File: config.mk
export PLATFORM = sky130hd
export DESIGN_NAME = enemy_fire_scheduler
export DESIGN_NICKNAME = d
export VERILOG_FILES = /design/src/rtl/enemy_fire_scheduler.sv
export SDC_FILE = /design/constraint.sdc
export NUM_CORES = 1
export LEC_CHECK = 0
export CAP_MARGIN = 20
export CORE_AREA = 2 2 175 134
export CTS_CLUSTER_SIZE = 10
export DETAILED_ROUTE_END_ITERATION = 8
export DIE_AREA = 0 0 177 136
export HOLD_SLACK_MARGIN = 0.06
export SKIP_CTS_REPAIR_TIMING = 1
export SLEW_MARGIN = 20
export SYNTH_ARGS = -nofsm -noshare
export SYNTH_HDL_FRONTEND = slang
export SYNTH_SLANG_ARGS = --single-unit
File: constraint.sdc
create_clock -name clk -period 5.8 [get_ports clk]
set_input_delay 0.58 -clock clk [delete_from_list [all_inputs] [get_ports clk]]
set_output_delay 0.58 -clock clk [all_outputs]
set_load 0.02 [all_outputs]
File: src/rtl/enemy_fire_scheduler.sv
// enemy_fire_scheduler
//   Chooses which formation enemy fires next and which enemy-bullet slot the
//   shot goes into. Shots are attempted every FIRE_INTERVAL frames; the shooter
//   search starts at a round-robin pointer offset by a small LFSR jitter, and a
//   busy bit per slot caps the number of enemy bullets in flight.
// Ports
//   clk, Reset       clock, synchronous active-high reset
//   frame_tick       one-cycle pulse per video frame
//   enable           gameplay active
//   alive            per-enemy alive mask (enemy i may fire)
//   slot_free        per-slot pulse: that slot's bullet is gone
//   fire_ready       bullet mover accepts the launch
//   fire_valid       launch request, held until accepted or aborted
//   fire_enemy       shooter index, valid with fire_valid
//   fire_slot        slot index, valid with fire_valid
//   slots_busy       slot occupancy
module enemy_fire_scheduler #(
    parameter int          NUM_ENEMIES   = 9,
    parameter int          NUM_SLOTS     = 3,
    parameter int          FIRE_INTERVAL = 30,
    parameter logic [7:0]  LFSR_SEED     = 8'hA5
) (
    input  logic                   clk,
    input  logic                   Reset,
    input  logic                   frame_tick,
    input  logic                   enable,
    input  logic [NUM_ENEMIES-1:0] alive,
    input  logic [NUM_SLOTS-1:0]   slot_free,
    input  logic                   fire_ready,
    output logic                   fire_valid,
    output logic [3:0]             fire_enemy,
    output logic [1:0]             fire_slot,
    output logic [NUM_SLOTS-1:0]   slots_busy
);

    localparam int             CW       = $clog2(FIRE_INTERVAL + 1);
    localparam logic [CW-1:0]  CNT_LOAD = CW'(FIRE_INTERVAL);
    localparam logic [CW-1:0]  CNT_ONE  = CW'(1);

    typedef enum logic [1:0] {S_IDLE, S_WAIT, S_PICK, S_ISSUE} state_t;

    state_t                 state_q, state_d;
    logic [CW-1:0]          frame_cnt_q, frame_cnt_d;
    logic [7:0]             lfsr_q, lfsr_d;
    logic [3:0]             rr_ptr_q, rr_ptr_d;
    logic                   fire_valid_q, fire_valid_d;
    logic [3:0]             fire_enemy_q, fire_enemy_d;
    logic [1:0]             fire_slot_q, fire_slot_d;
    logic [NUM_SLOTS-1:0]   slots_busy_q, slots_busy_d;

    logic [4:0]             start_sum;
    logic [3:0]             start_idx;
    logic                   enemy_found, slot_found;
    logic [3:0]             pick_enemy;
    logic [1:0]             pick_slot;

    // Shooter / slot search, evaluated combinationally every cycle but only
    // consumed in PICK.
    always_comb begin
        start_sum = {1'b0, rr_ptr_q} + {2'b00, lfsr_q[2:0]};
        start_idx = (start_sum >= 5'(NUM_ENEMIES)) ? 4'(start_sum - 5'(NUM_ENEMIES))
                                                   : 4'(start_sum);
        enemy_found = 1'b0;
        pick_enemy  = '0;
        // Descending scan so the smallest offset from start wins without a break.
        for (int k = NUM_ENEMIES - 1; k >= 0; k--) begin
            int idx;
            idx = int'(start_idx) + k;
            if (idx >= NUM_ENEMIES) idx = idx - NUM_ENEMIES;
            if (alive[4'(idx)]) begin
                enemy_found = 1'b1;
                pick_enemy  = 4'(idx);
            end
        end
        slot_found = 1'b0;
        pick_slot  = '0;
        for (int s = NUM_SLOTS - 1; s >= 0; s--) begin
            if (!slots_busy_q[2'(s)]) begin
                slot_found = 1'b1;
                pick_slot  = 2'(s);
            end
        end
    end

    always_comb begin
        state_d      = state_q;
        frame_cnt_d  = frame_cnt_q;
        rr_ptr_d     = rr_ptr_q;
        fire_valid_d = fire_valid_q;
        fire_enemy_d = fire_enemy_q;
        fire_slot_d  = fire_slot_q;
        lfsr_d       = lfsr_q;
        // Frees apply in every state; a launch below may set a different bit.
        slots_busy_d = slots_busy_q & ~slot_free;

        if (enable && frame_tick)
            lfsr_d = {lfsr_q[6:0], lfsr_q[7] ^ lfsr_q[5] ^ lfsr_q[4] ^ lfsr_q[3]};

        if (!enable) begin
            state_d      = S_IDLE;
            fire_valid_d = 1'b0;
        end else begin
            case (state_q)
                S_IDLE: begin
                    state_d     = S_WAIT;
                    frame_cnt_d = CNT_LOAD;
                end
                S_WAIT: begin
                    if (frame_tick) begin
                        frame_cnt_d = frame_cnt_q - CNT_ONE;
                        if (frame_cnt_q == CNT_ONE) state_d = S_PICK;
                    end
                end
                S_PICK: begin
                    if (enemy_found && slot_found) begin
                        state_d      = S_ISSUE;
                        fire_enemy_d = pick_enemy;
                        fire_slot_d  = pick_slot;
                        fire_valid_d = 1'b1;
                    end else begin
                        // Nothing to do this frame; try again on the next tick.
                        state_d     = S_WAIT;
                        frame_cnt_d = CNT_ONE;
                    end
                end
                S_ISSUE: begin
                    if (fire_valid_q && fire_ready) begin
                        slots_busy_d[fire_slot_q] = 1'b1;
                        rr_ptr_d     = (fire_enemy_q == 4'(NUM_ENEMIES - 1)) ? 4'd0
                                                                             : fire_enemy_q + 4'd1;
                        fire_valid_d = 1'b0;
                        frame_cnt_d  = CNT_LOAD;
                        state_d      = S_WAIT;
                    end else if (!alive[fire_enemy_q]) begin
                        // Shooter died before launch: withdraw and re-pick.
                        fire_valid_d = 1'b0;
                        state_d      = S_PICK;
                    end
                end
                default: state_d = S_IDLE;
            endcase
        end
    end

    always_ff @(posedge clk) begin
        if (Reset) begin
            state_q      <= S_IDLE;
            frame_cnt_q  <= '0;
            lfsr_q       <= LFSR_SEED;
            rr_ptr_q     <= '0;
            fire_valid_q <= 1'b0;
            fire_enemy_q <= '0;
            fire_slot_q  <= '0;
            slots_busy_q <= '0;
        end else begin
            state_q      <= state_d;
            frame_cnt_q  <= frame_cnt_d;
            lfsr_q       <= lfsr_d;
            rr_ptr_q     <= rr_ptr_d;
            fire_valid_q <= fire_valid_d;
            fire_enemy_q <= fire_enemy_d;
            fire_slot_q  <= fire_slot_d;
            slots_busy_q <= slots_busy_d;
        end
    end

    assign fire_valid = fire_valid_q;
    assign fire_enemy = fire_enemy_q;
    assign fire_slot  = fire_slot_q;
    assign slots_busy = slots_busy_q;

endmodule

==> results.txt, run 1 <==
Here are the numbers from the latest Yosys + OpenROAD run.

The flow ran to the end, and the final reports show no timing, DRC or antenna violations. The registers reported with the highest flop counts are lfsr_q x8, frame_cnt_q x5. The synthesized netlist has a Yosys-reported chip area of 6646 sq um. The flip-flop and latch power is 210 uW. By area, the class that comes first in the final layout consists of multi-input combinational cells. On the critical path, the stage with the largest delay is an instance of fa_2.

The launch point of the worst register-to-register path is recorded as rr_ptr_q[0]$_SDFFE_PP0P_. The library cells used most frequently in the layout, excluding fill and tap cells, are nand2_1 (99), buf_4 (97), nor2_1 (66). The post-synth register bit count is 28. The detailed-placement wirelength estimate is 21.20 mm.

The worst register-to-register path ends at frame_cnt_q[4]$_SDFFE_PP0P_. The clock network area share is 0.01083. The highest net fanout along the worst path is 9. The number of buffers added by the clock tree synthesis step is 3. Among all cell types in the netlist, the one instantiated most often is nand2_1. The largest net degree at the start of global routing is 22. The met2 wire length came out at 11.10 mm.

In this run the number of cells on the critical path is 26. Per report_power, the Clock row totals 175 uW. The register with the most flip-flops in the layout has 8 of them. The row count came out at 48. Ranked by total cell area, the synthesized netlist is headed by dfxtp_1 (8.4%), ha_1 (5.8%), nand2_1 (5.8%).

The clock tree buffer count of the final layout came out at 4. The leading area contributor after synthesis is dfxtp_1. The highest clock rate this design can be run at is 177.1 MHz. The gate count of the mapped netlist came out at 903. The detailed route wirelength on metal3 is 3.476 mm. The area taken by multi-input combinational cells is reported as 5951 sq um. The clock tree root buffer cell is clkbuf_16. The endpoint of the most critical setup path is frame_cnt_q[4]$_SDFFE_PP0P_. Of the total synthesized cell area, the portion taken by AND-OR and OR-AND cells is 0.3763. The initial antenna violation count came out at 1. The global routing stage identified its most utilized layer as met1. The utilization after layout came out at 0.3643. The max-capacitance violation count is 0.

Per the synthesis report, the simple-gate share of the synthesized area is 0.2790. The global-route track usage on met3 is 0.04362. For the worst setup path, the data required time is 6.01 ns. Of the cells placed in the final design, the portion with a size suffix greater than 1 is 0.2492. The worst setup path is of the register to register kind. The number of warnings issued by yosys came out at 0. The layout inverter count without the clock tree is 43. The share of power burned in registers is 0.148.

The width of the die came out at 177 um. The primary flip-flop cell chosen by synthesis mapping is dfxtp_1. The CTS log lists the clock sinks for this run as 28. The maximum root-to-sink buffer count is 2.
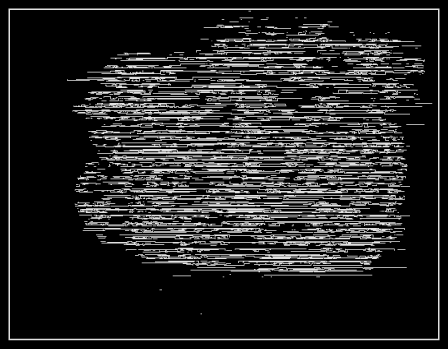
*M1 wires, run 1*
The wires run mostly horizontal. 948 nets have wire on it.

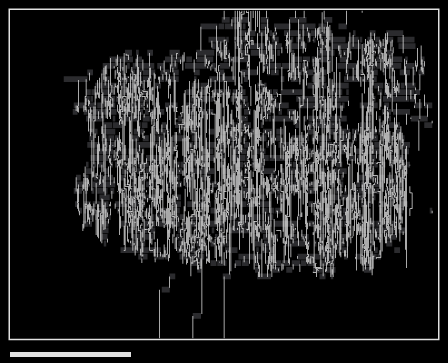
*M2 wires, run 1*
Scale bar: 50 um.
The layer carries 11100 um of wire. 838 nets have wire on it. The layer holds 40% of the routed length. The wires run mostly vertical. The longest straight run is 51.7 um.

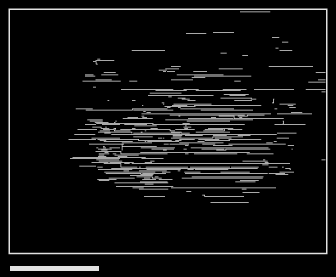
*Signal wires on met3, run 1*
Scale bar: 50 um.
151 nets have wire on it. The layer carries 3480 um of wire. The layer holds 12% of the routed length.

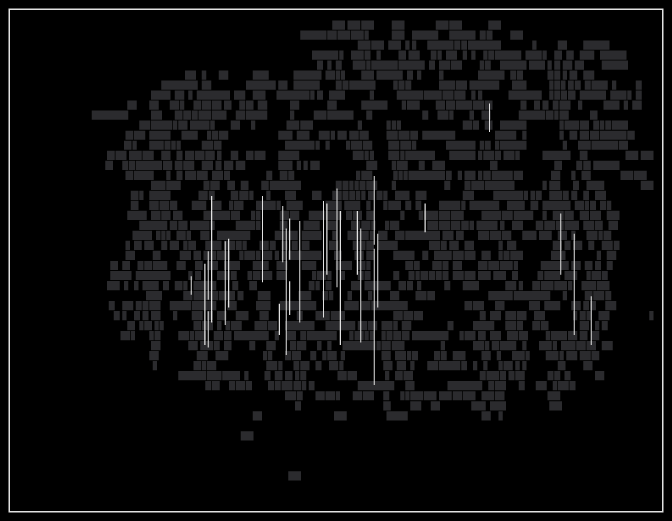
*Met4 routing, run 1*
The layer holds 2.0% of the routed length. The longest straight run is 36.7 um.
total routed wirelength: 28.04 mm
total via count after detailed routing: 7996

==> run 1 -> run 2 <==
Settings changed: PLACE_DENSITY_LB_ADDON from default to 0.1.
==> run 2 against run 1 <==
Against the previous run: design area grew 3.3%; via count is 0.45% lower; sequential power about the same.
==> results.txt, run 2 <==
Here are the numbers from the latest Yosys + OpenROAD run.

The highest net fanout along the worst path came out at 17. The launch point of the worst reg-to-reg path is lfsr_q[0]$_SDFFE_PP1P_. The maximum achievable frequency is 180.6 MHz. The largest net degree at the start of global routing is 22. The detailed route wirelength on metal3 came out at 2.265 mm.

The synthesized design spends more area on one cell type than any other, namely dfxtp_1. Looking at the global route congestion table, the highest-usage layer is met2. The clock group power is 178 uW.

The critical path endpoint has a required time of 5.96 ns. Leaving out buffers and inverters, the combinational logic in the layout accounts for 5851 sq um. The number of register bits inferred by synthesis is 28. The number of flip-flops in the largest register came out at 8. The clock network area share is 0.01049. The area share of and-or/or-and cells after synthesis is 0.3763. The yosys stat chip area is 6646 sq um. The gate count of the mapped netlist is 903. The worst flop-to-flop path endpoint is fire_slot[0]$_SDFFE_PP0P_. The share of power burned in registers is 0.141.

The die is 177 um wide. The initial antenna violation count was 0. The kind of critical path is register to register. The library cells used most frequently in the layout, excluding fill and tap cells, are buf_4 (146), nand2_1 (100), nor2_1 (64).

On the critical path, the stage with the largest delay is an instance of fa_2. The row count is 48. Counting every sink on the clock net gives 28. The startpoint identified for the worst hold timing path is lfsr_q[6]$_SDFFE_PP0P_. The longest clock path from root to sink contains 2 buffers. The synthesis report lists the Yosys warning total as 0.

The utilization after layout came out at 0.3762. The share of layout cells above drive strength 1 came out at 0.2811. The primary flip-flop cell chosen by synthesis mapping is dfxtp_1. The flip-flop and latch power came out at 210 uW. The flow ran to the end, and the final reports show no timing, DRC or antenna violations. The routed wire length per instance is 23.14 um. The largest cell class by area is multi-input combinational cells.

Looking at the gate-level netlist, the highest instance count belongs to nand2_1. The clock tree buffer count of the final layout is 4. For reference, the top cells by count after synthesis are nand2_1 (102), nor2_1 (66), a21oi_1 (59), o21ai_0 (50), inv_1 (38). The clock tree root buffer cell is clkbuf_16.

After layout, the inverter instance count without clock inverters stands at 43. The max-capacitance violation count came out at 0. The number of buffers added by the clock tree synthesis step came out at 3. In the final layout, the registers with the most flip-flops are lfsr_q x8, frame_cnt_q x5. The logic depth of the worst setup path including buffers is 24. The final wirelength is 30.56 mm. The detailed-placement wirelength estimate came out at 23.85 mm.
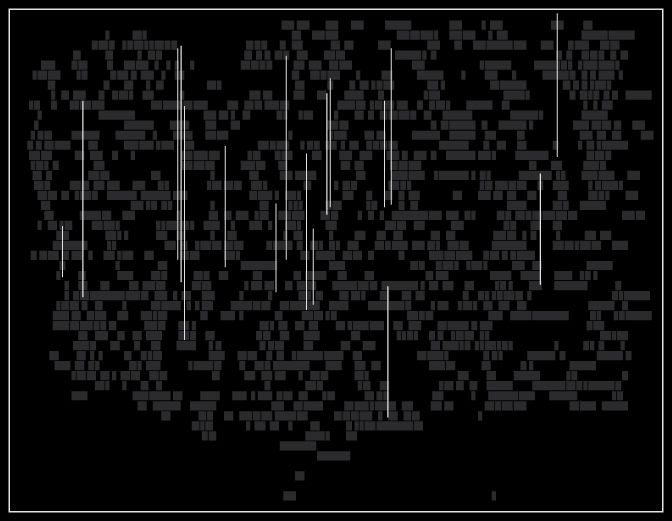
*Met4 routing, run 2*
The longest straight run is 63.9 um. The layer holds 2.2% of the routed length.

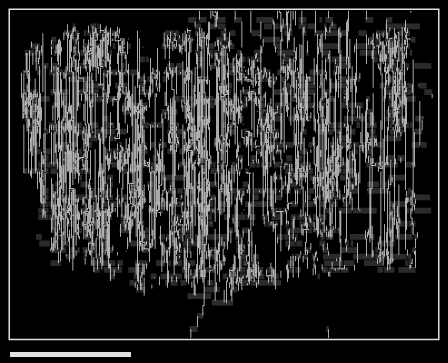
*M2 wires, run 2*
Scale bar: 50 um.
The longest straight run is 64.3 um. The layer carries 12700 um of wire. 894 nets have wire on it. The wires run mostly vertical.
total via count after detailed routing: 7960
GR Layer Usage met2: 0.3673

Power figures rest on the tool's default switching activity, not on a simulated workload.
